==> run_1/congestion_map.png <==
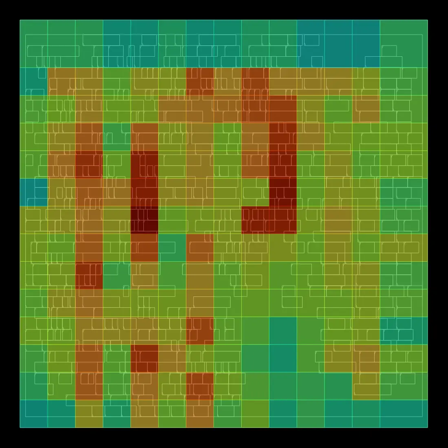
==> run_1/route_heat.png <==
The bar under the picture is 20 um long. The die is cut into 20 by 20 equal tiles; dark blue is low, red is high, scaled to the fullest tile. Values are wire area over tile area, all layers added.
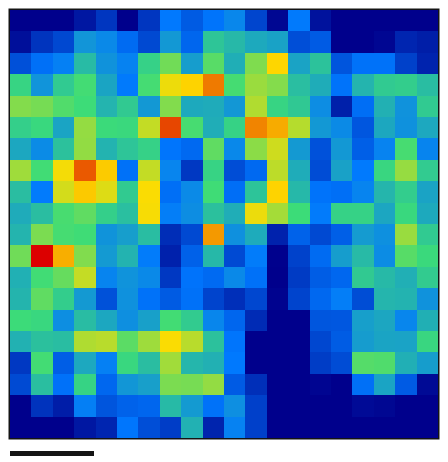
==> run_1/layers.png <==
The bar under the picture is 20 um long.
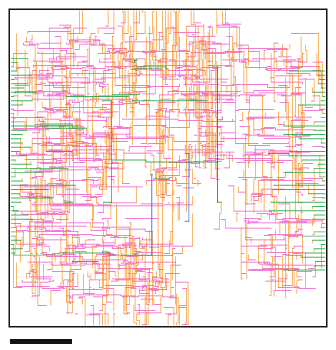
===== config.mk =====
export PLATFORM = sky130hd
export DESIGN_NAME = mem_stage_sram_ctrl
export DESIGN_NICKNAME = d
export VERILOG_FILES = /design/src/rtl/mem_pkg.sv /design/src/rtl/sram_wait_counter.sv /design/src/rtl/mem_stage_sram_ctrl.sv
export SDC_FILE = /design/constraint.sdc
export NUM_CORES = 1
export LEC_CHECK = 0
export CORE_MARGIN = 1
export CORE_UTILIZATION = 40
export DETAILED_ROUTE_END_ITERATION = 8
export PLACE_DENSITY = 0.77
export SYNTH_ARGS = -nofsm -noshare
export SYNTH_HDL_FRONTEND = slang
export SYNTH_HIERARCHICAL = 1
export SYNTH_SLANG_ARGS = --single-unit

===== constraint.sdc =====
create_clock -name clk -period 2.4 [get_ports clk]
set_clock_uncertainty 0.2 [all_clocks]
set_input_delay 0.48 -clock clk [delete_from_list [all_inputs] [get_ports clk]]
set_output_delay 0.48 -clock clk [all_outputs]
set_load 0.01 [all_outputs]

===== src/rtl/mem_pkg.sv =====
// Shared types and constants for the memory-stage SRAM controller.
// Holds the FSM state encoding, SRAM bus widths and the word-index helper.
package mem_pkg;

    localparam int unsigned SRAM_AW    = 18;
    localparam int unsigned SRAM_DW    = 16;
    localparam int unsigned WORD_IDX_W = SRAM_AW - 1;
    localparam int unsigned CNT_W      = 4;

    localparam logic [31:0] DEFAULT_BASE_ADDR = 32'd1024;

    typedef enum logic [1:0] {
        StIdle,
        StLo,
        StHi,
        StDone
    } mem_state_e;

    // Out-of-range addresses simply wrap onto the truncated index.
    function automatic logic [WORD_IDX_W-1:0] word_index(input logic [31:0] address,
                                                         input logic [31:0] base);
        logic [31:0] offset;
        offset = address - base;
        return offset[WORD_IDX_W+1:2];
    endfunction

endpackage


===== src/rtl/sram_wait_counter.sv =====
// Per-phase wait counter: restarts from zero on start, flags the final cycle of a phase.
module sram_wait_counter
    import mem_pkg::*;
(
    input  logic             clk,
    input  logic             rst,
    input  logic             start,
    input  logic [CNT_W-1:0] limit,
    output logic             last
);

    logic [CNT_W-1:0] cnt_q, cnt_d;

    always_comb begin
        cnt_d = start ? '0 : cnt_q + 1'b1;
    end

    always_ff @(posedge clk or negedge rst) begin
        if (!rst) begin
            cnt_q <= '0;
        end else begin
            cnt_q <= cnt_d;
        end
    end

    assign last = (cnt_q == limit - 1'b1);

endmodule


===== src/rtl/mem_stage_sram_ctrl.sv =====
// Memory-stage controller: splits one 32-bit load/store into two 16-bit SRAM accesses,
// holding ready low as the pipeline freeze while the access is in flight.
module mem_stage_sram_ctrl
    import mem_pkg::*;
#(
    parameter int unsigned WAIT_CYCLES = 2,
    parameter logic [31:0] BASE_ADDR   = DEFAULT_BASE_ADDR
) (
    input  logic               clk,
    input  logic               rst,
    input  logic               rd_en,
    input  logic               wr_en,
    input  logic [31:0]        address,
    input  logic [31:0]        wr_data,
    output logic [31:0]        rd_data,
    output logic               ready,
    output logic [SRAM_AW-1:0] sram_addr,
    output logic [SRAM_DW-1:0] sram_dq_out,
    input  logic [SRAM_DW-1:0] sram_dq_in,
    output logic               sram_dq_oe,
    output logic               sram_we_n
);

    localparam logic [CNT_W-1:0] WaitLimit = CNT_W'(WAIT_CYCLES);

    mem_state_e              state_q, state_d;
    logic [WORD_IDX_W-1:0]   idx_q, idx_d;
    logic [31:0]             wdata_q, wdata_d;
    logic                    is_store_q, is_store_d;
    logic [31:0]             rd_data_q, rd_data_d;
    logic                    req;
    logic                    cnt_start;
    logic                    phase_last;

    // Gated by reset so ready reads high while reset is held, even with a request present.
    assign req = rst & (rd_en | wr_en);

    sram_wait_counter u_wait_counter (
        .clk   (clk),
        .rst   (rst),
        .start (cnt_start),
        .limit (WaitLimit),
        .last  (phase_last)
    );

    always_comb begin
        state_d     = state_q;
        idx_d       = idx_q;
        wdata_d     = wdata_q;
        is_store_d  = is_store_q;
        rd_data_d   = rd_data_q;
        cnt_start   = 1'b0;
        ready       = 1'b0;
        sram_addr   = '0;
        sram_dq_out = '0;
        sram_dq_oe  = 1'b0;
        sram_we_n   = 1'b1;

        unique case (state_q)
            StIdle: begin
                ready = ~req;
                if (req) begin
                    state_d    = StLo;
                    idx_d      = word_index(address, BASE_ADDR);
                    wdata_d    = wr_data;
                    is_store_d = wr_en;  // store wins when both are requested
                    cnt_start  = 1'b1;
                end
            end
            StLo: begin
                sram_addr = {idx_q, 1'b0};
                if (is_store_q) begin
                    sram_we_n   = 1'b0;
                    sram_dq_oe  = 1'b1;
                    sram_dq_out = wdata_q[15:0];
                end
                if (phase_last) begin
                    if (!is_store_q) begin
                        rd_data_d[15:0] = sram_dq_in;
                    end
                    state_d   = StHi;
                    cnt_start = 1'b1;
                end
            end
            StHi: begin
                sram_addr = {idx_q, 1'b1};
                if (is_store_q) begin
                    sram_we_n   = 1'b0;
                    sram_dq_oe  = 1'b1;
                    sram_dq_out = wdata_q[31:16];
                end
                if (phase_last) begin
                    if (!is_store_q) begin
                        rd_data_d[31:16] = sram_dq_in;
                    end
                    state_d = StDone;
                end
            end
            StDone: begin
                // Requests seen here are deliberately not sampled until the next IDLE cycle.
                ready   = 1'b1;
                state_d = StIdle;
            end
            default: begin
                state_d = StIdle;
            end
        endcase
    end

    always_ff @(posedge clk or negedge rst) begin
        if (!rst) begin
            state_q    <= StIdle;
            idx_q      <= '0;
            wdata_q    <= '0;
            is_store_q <= 1'b0;
            rd_data_q  <= '0;
        end else begin
            state_q    <= state_d;
            idx_q      <= idx_d;
            wdata_q    <= wdata_d;
            is_store_q <= is_store_d;
            rd_data_q  <= rd_data_d;
        end
    end

    assign rd_data = rd_data_q;

endmodule


==> impl_metrics.xml, run 1 <==
<?xml version="1.0" encoding="UTF-8"?>
<metrics>
  <group name="status">
    <metric name="outcome" unit="">finished with violations</metric>
    <metric name="violated_checks" unit="">negative setup slack</metric>
  </group>
  <group name="critical_path">
    <metric name="critical-path-top-delay-family" unit="">flip-flops</metric>
    <metric name="r2r_cells" unit="">6</metric>
    <metric name="worst_path_largest_cell_delay" unit="ns">0.42</metric>
    <metric name="crit_path_cell_trace" unit="">buf_6 -&gt; ha_4 -&gt; nor2_4 -&gt; nor2b_4 -&gt; buf_6 -&gt; and2_1 -&gt; buf_2</metric>
  </group>
  <group name="power_and_ir_drop">
    <metric name="comb_power" unit="uW">3610</metric>
    <metric name="p_seq" unit="uW">2590</metric>
    <metric name="pwr_density_cell" unit="nW/um^2">1210</metric>
    <metric name="power.clock.fraction" unit="%">14.9</metric>
    <metric name="power.ir.vdd_worst" unit="mV">0.529</metric>
  </group>
  <group name="final_timing">
    <metric name="fmaxAchievable" unit="GHz">0.415</metric>
    <metric name="timing.slew.headroom" unit="%">40.4</metric>
    <metric name="setup_violations" unit="">5</metric>
    <metric name="layout_setup_ws" unit="ns">-0.00696</metric>
    <metric name="report.final.hold_viol_count" unit="">0</metric>
  </group>
  <group name="route">
    <metric name="met1Wirelength" unit="um">4200</metric>
    <metric name="drt-pass1-iter-count" unit="">4</metric>
    <metric name="initialDrtViolationCount" unit="">94</metric>
    <metric name="route.top_layer_used" unit="">met4</metric>
  </group>
  <group name="die">
    <metric name="design.die.area" unit="um^2">10300</metric>
    <metric name="die_height" unit="um">102</metric>
  </group>
  <group name="cells_and_area">
    <metric name="finalNonFillerCells" unit="">696</metric>
    <metric name="logic_gate_count" unit="">284</metric>
    <metric name="fillers" unit="">774</metric>
  </group>
  <group name="global_route">
    <metric name="global_route_wire_length_before_repair" unit="um">16100</metric>
    <metric name="grt_pass1_vias" unit="">3397</metric>
    <metric name="overflow" unit="">0</metric>
  </group>
  <group name="placed_design">
    <metric name="port-buffer-count" unit="">137</metric>
  </group>
  <group name="flow_run">
    <metric name="log.warning_count" unit="">47</metric>
  </group>
</metrics>
Back to the opening pictures, congestion_map.png:
met1 track demand over resource in global routing: 25.4%
Global Route met3 Usage: 4.07%

Back to the opening pictures, route_heat.png:
The emptiest ninth of the die: bottom right. The densest ninth of the die: left middle. 19% of the tiles are over half the peak.

Back to the opening pictures, layers.png:
M2: in orange, wire length 4850 um. M4: in blue, wire length 124 um. M3: in green, wire length 724 um. M1: in magenta, wire length 4200 um.

==> run 1: worst paths after layout <==
kind	startpoint	endpoint	slack (ns)
setup / recovery	state_q[1]$_DFFE_PN0P_	sram_addr[3]	-0.007
max in group asynchronous	rst	rd_data[12]$_DFFE_PN0P_	0.35
min in group asynchronous	rst	is_store_q$_DFFE_PN0P_	0.47
hold / removal	idx_q[13]$_DFFE_PN0P_	idx_q[13]$_DFFE_PN0P_	0.28
hold reg to reg	idx_q[13]$_DFFE_PN0P_	idx_q[13]$_DFFE_PN0P_	0.28
setup reg to reg	u_wait_counter/cnt_q[3]$_DFF_PN0_	rd_data[12]$_DFFE_PN0P_	0.25
==> run 2: changes to the inputs <==
- PLACE_DENSITY: 0.77 -> unset
- PLACE_DENSITY_LB_ADDON: unset -> 0.05
==> run_2/ff_map.png <==
The bar under the picture is 20 um long. Other sequential cells in the stronger grey, the rest of the logic in the fainter grey.
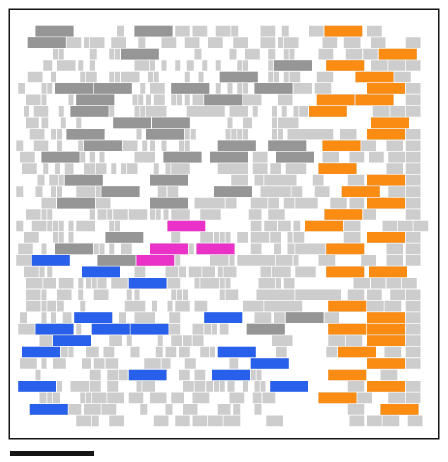
idx_q: in blue, sequential cells 17. u_wait_counter/cnt_q: in magenta, sequential cells 4, where middle. rd_data: in orange, sequential cells 32, where a vertical strip on the right.

==> run_2/congestion_map.png <==
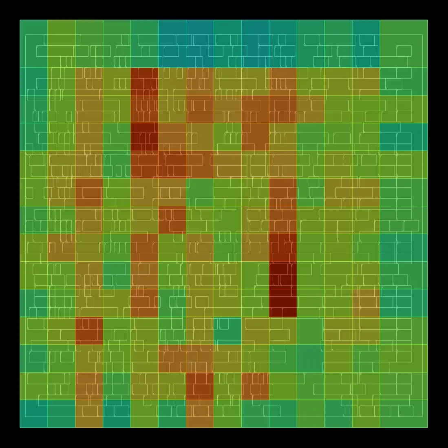
average wire length per cell after detail routing: 13.9 um
fraction of the core area covered by cells at the end of the flow: 63.9%
met2 Resource Use GR: 32.5%

==> run_2/route_heat.png <==
The bar under the picture is 20 um long. The die is cut into 20 by 20 equal tiles; dark blue is low, red is high, scaled to the fullest tile. Values are wire area over tile area, all layers added.
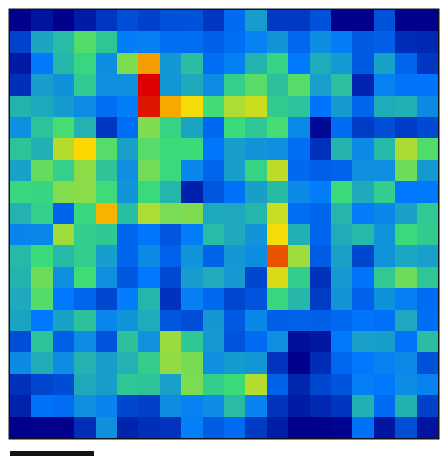
The fullest tile reaches 0.47. The densest ninth of the die: left middle. 3.5% of the tiles are nearly empty. The mean over all tiles is 0.15.

==> run 2 against run 1 <==
Against the previous run: the run now ends clean; clock power is essentially flat; wire length is 3.1% lower; core utilization fell by 0.13 points; highest routed layer unchanged.
==> impl_metrics.xml, run 2 <==
<?xml version="1.0" encoding="UTF-8"?>
<metrics>
  <group name="status">
    <metric name="outcome" unit="">finished, final reports clean</metric>
  </group>
  <group name="critical_path">
    <metric name="crit_path_start" unit="">state_q[0]$_DFFE_PN0P_</metric>
    <metric name="worstReg2RegStart" unit="">u_wait_counter/cnt_q[3]$_DFF_PN0_</metric>
    <metric name="crit_required" unit="ns">1.72</metric>
    <metric name="r2r_slack" unit="ns">0.28</metric>
    <metric name="critical-path-top-delay-family" unit="">buffers and inverters</metric>
    <metric name="crit_path_cell_trace" unit="">buf_4 -&gt; ha_4 -&gt; nor2_4 -&gt; nor2b_4 -&gt; buf_6 -&gt; and2_1 -&gt; buf_2</metric>
    <metric name="worst_path_largest_cell_delay" unit="ns">0.41</metric>
    <metric name="crit-reg2reg-capture" unit="">rd_data[7]$_DFFE_PN0P_</metric>
    <metric name="critical_path_cell_count" unit="">7</metric>
    <metric name="r2r_cells" unit="">6</metric>
    <metric name="crit_path_end" unit="">sram_addr[11]</metric>
  </group>
  <group name="final_timing">
    <metric name="worst-slew-pin-transition" unit="ns">0.761</metric>
    <metric name="report.final.hold_viol_count" unit="">0</metric>
    <metric name="setup_violations" unit="">0</metric>
    <metric name="rsz0062_at_grt" unit="">true</metric>
    <metric name="fmaxAchievable" unit="GHz">0.419</metric>
    <metric name="timing.slew.headroom" unit="%">49.3</metric>
    <metric name="layout_setup_ws" unit="ns">0.0146</metric>
    <metric name="final.setup.tns" unit="ns">0</metric>
  </group>
  <group name="cts">
    <metric name="post_cts_setup_buffer_count" unit="">1</metric>
    <metric name="cts_hold_buf" unit="">1</metric>
  </group>
  <group name="synthesis">
    <metric name="unique_cell_types" unit="">36</metric>
    <metric name="synth-edff-count" unit="">0</metric>
    <metric name="synthesis.area" unit="um^2">3970</metric>
  </group>
  <group name="die">
    <metric name="die_height" unit="um">102</metric>
    <metric name="design.die.area" unit="um^2">10300</metric>
    <metric name="top_level_ports" unit="">153</metric>
    <metric name="fp_util" unit="%">42.1</metric>
    <metric name="die_width" unit="um">102</metric>
  </group>
  <group name="global_route">
    <metric name="globalRouteTotalUtil" unit="%">19.2</metric>
    <metric name="grt_pass1_vias" unit="">3307</metric>
    <metric name="global_route_wire_length_before_repair" unit="um">15400</metric>
    <metric name="overflow" unit="">0</metric>
  </group>
  <group name="cells_and_area">
    <metric name="fillers" unit="">816</metric>
    <metric name="finalNonFillerCells" unit="">692</metric>
  </group>
  <group name="route">
    <metric name="initialDrtViolationCount" unit="">62</metric>
    <metric name="drt-pass1-iter-count" unit="">4</metric>
    <metric name="route.top_layer_used" unit="">met4</metric>
    <metric name="met1Wirelength" unit="um">4310</metric>
  </group>
  <group name="placed_design">
    <metric name="port-buffer-count" unit="">137</metric>
    <metric name="placed_cell_area" unit="um^2">5680</metric>
  </group>
  <group name="power_and_ir_drop">
    <metric name="pwr_density_cell" unit="nW/um^2">1210</metric>
    <metric name="power.ir.vdd_worst" unit="mV">0.501</metric>
  </group>
  <group name="flow_run">
    <metric name="log.warning_count" unit="">47</metric>
  </group>
  <group name="worst_hold_path">
    <metric name="hold_ep" unit="">idx_q[5]$_DFFE_PN0P_</metric>
    <metric name="min-delay-start" unit="">idx_q[5]$_DFFE_PN0P_</metric>
  </group>
</metrics>
## run 2: final cells by class
cell class                 instances  area, um^2  area share (%)
clock buffer                      10         128            2.12
sequential                        88        2200            36.6
inverter                           7        26.3           0.437
multi-input combinational        284        1830            30.4
clock inverter                     5        82.6            1.37
tap                              129         161            2.68
timing repair buffer             169        1590            26.4
## run 2: metal layers
layer / vias to the layer above / global-route usage, %
li1: 1616 / -
met3: 11 / 4.14
met2: 101 / 32.5
met1: 1603 / 24.3
met5: - / 0
met4: 0 / 6.80
## run 2: power breakdown
group / switching, uW / total (uW) / internal, uW
registers: 393 / 2570 / 2180
clock network: 514 / 1100 / 581
logic: 1610 / 3590 / 1970
total: 2520 / 7250 / 4730
==> run 3: changes to the inputs <==
- SYNTH_HIERARCHICAL: 1 -> unset
==> run_3/congestion_map.png <==
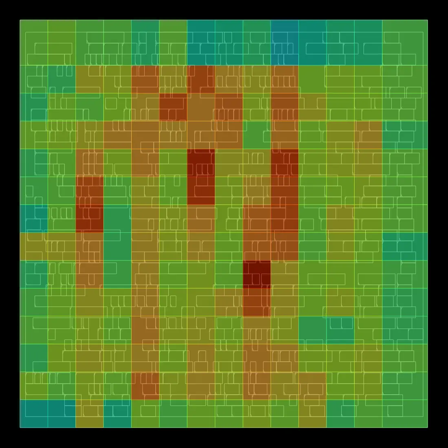
met1 track demand over resource in global routing: 24.9%
total routing resource utilization after global routing: 19.3%

==> run_3/class_map.png <==
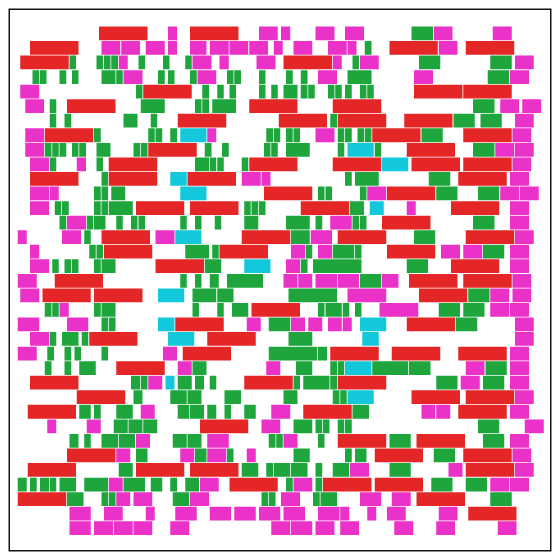
registers: in red, cells 88, share of their area 39%. clock drivers and dummy loads: in cyan, cells 16, share of their area 3.3%. remaining logic cells: in green, cells 276, share of their area 31%. remaining buffers and delay cells: in magenta, cells 168, share of their area 27%.

==> run_3/ff_map.png <==
The bar under the picture is 20 um long. Other sequential cells in the stronger grey, the rest of the logic in the fainter grey.
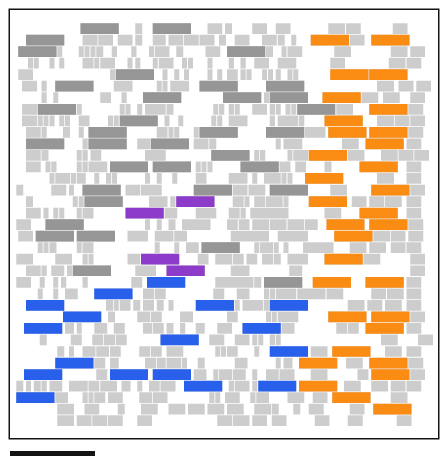
idx_q: in blue, sequential cells 17. u_wait_counter.cnt_q: in purple, sequential cells 4. rd_data: in orange, sequential cells 32, where a vertical strip on the right.

==> run 3 against run 2 <==
Against the previous run: the run now ends with negative setup slack left; final area shrank 2.8%; total power decreased by 3.6%; sequential share of layout area grew 1.1 points; first-iteration DRC count rose by 31%; synthesized area decreased by 1.3%; critical path type unchanged; largest cell class unchanged; largest power group unchanged; highest routed layer unchanged.
==> impl_metrics.xml, run 3 <==
<?xml version="1.0" encoding="UTF-8"?>
<metrics>
  <group name="critical_path">
    <metric name="crit-reg2reg-capture" unit="">rd_data[14]$_DFFE_PN0P_</metric>
    <metric name="critical-path-top-delay-family" unit="">flip-flops</metric>
    <metric name="crit_required" unit="ns">1.72</metric>
    <metric name="r2r_cells" unit="">7</metric>
    <metric name="critical_path_cell_count" unit="">6</metric>
  </group>
  <group name="final_timing">
    <metric name="final.setup.tns" unit="ns">-0.0338</metric>
    <metric name="report.final.hold_viol_count" unit="">0</metric>
    <metric name="layout_setup_ws" unit="ns">-0.00926</metric>
    <metric name="setup_violations" unit="">5</metric>
  </group>
  <group name="route">
    <metric name="drt-pass1-iter-count" unit="">4</metric>
    <metric name="route.top_layer_used" unit="">met4</metric>
  </group>
  <group name="power_and_ir_drop">
    <metric name="power.ir.vdd_worst" unit="mV">0.516</metric>
    <metric name="power.clock.fraction" unit="%">14.0</metric>
    <metric name="internal_power" unit="uW">4530</metric>
    <metric name="p_seq" unit="uW">2570</metric>
  </group>
  <group name="die">
    <metric name="fp_util" unit="%">41.8</metric>
    <metric name="top_level_ports" unit="">153</metric>
    <metric name="die_height" unit="um">101</metric>
  </group>
  <group name="flow_run">
    <metric name="log.warning_count" unit="">48</metric>
  </group>
  <group name="synthesis">
    <metric name="synth-edff-count" unit="">0</metric>
    <metric name="unique_cell_types" unit="">34</metric>
    <metric name="synthesis.area" unit="um^2">3920</metric>
  </group>
  <group name="global_route">
    <metric name="grtUsageMet2" unit="%">33.0</metric>
    <metric name="global_route_wire_length_before_repair" unit="um">15200</metric>
    <metric name="overflow" unit="">0</metric>
    <metric name="grt_pass1_vias" unit="">3219</metric>
  </group>
  <group name="status">
    <metric name="violated_checks" unit="">negative setup slack</metric>
    <metric name="outcome" unit="">finished with violations</metric>
  </group>
  <group name="cells_and_area">
    <metric name="final-comb-area" unit="um^2">1720</metric>
    <metric name="finalNonFillerCells" unit="">677</metric>
  </group>
  <group name="placed_design">
    <metric name="port-buffer-count" unit="">137</metric>
  </group>
</metrics>
==> run 3: what timing repair did <==
action	4_1_cts	5_1_grt
hold buffers	1	0
gates resized	131	50
pin swaps	2	10
endpoints found under the hold margin	19	0
setup buffers	3	2
cloned	1	0
endpoints found under the setup margin	37	36
==> run 3: cell families after synthesis <==
kind of cell / synth area share [%]
xor gates and xnor gates: 0.895
muxes: 9.49
DFF: 56.2
AOI/OAI and AO/OA: 6.49
and+or+nand+nor: 21.3
adders and majority gates: 2.56
buffers and inverters: 3.00
==> run 3: cell type report <==
| cell class | instances | area share [%] |
|---|---|---|
| flip-flops and latches | 88 | 37.7 |
| multi-input cells | 269 | 29.4 |
| repair buffers | 168 | 26.5 |
| well taps | 129 | 2.76 |
| clock buffers | 11 | 2.59 |
| clock inverters | 5 | 0.663 |
| inverters | 7 | 0.449 |
No activity file was given, so power comes from the tool's default toggle rates.
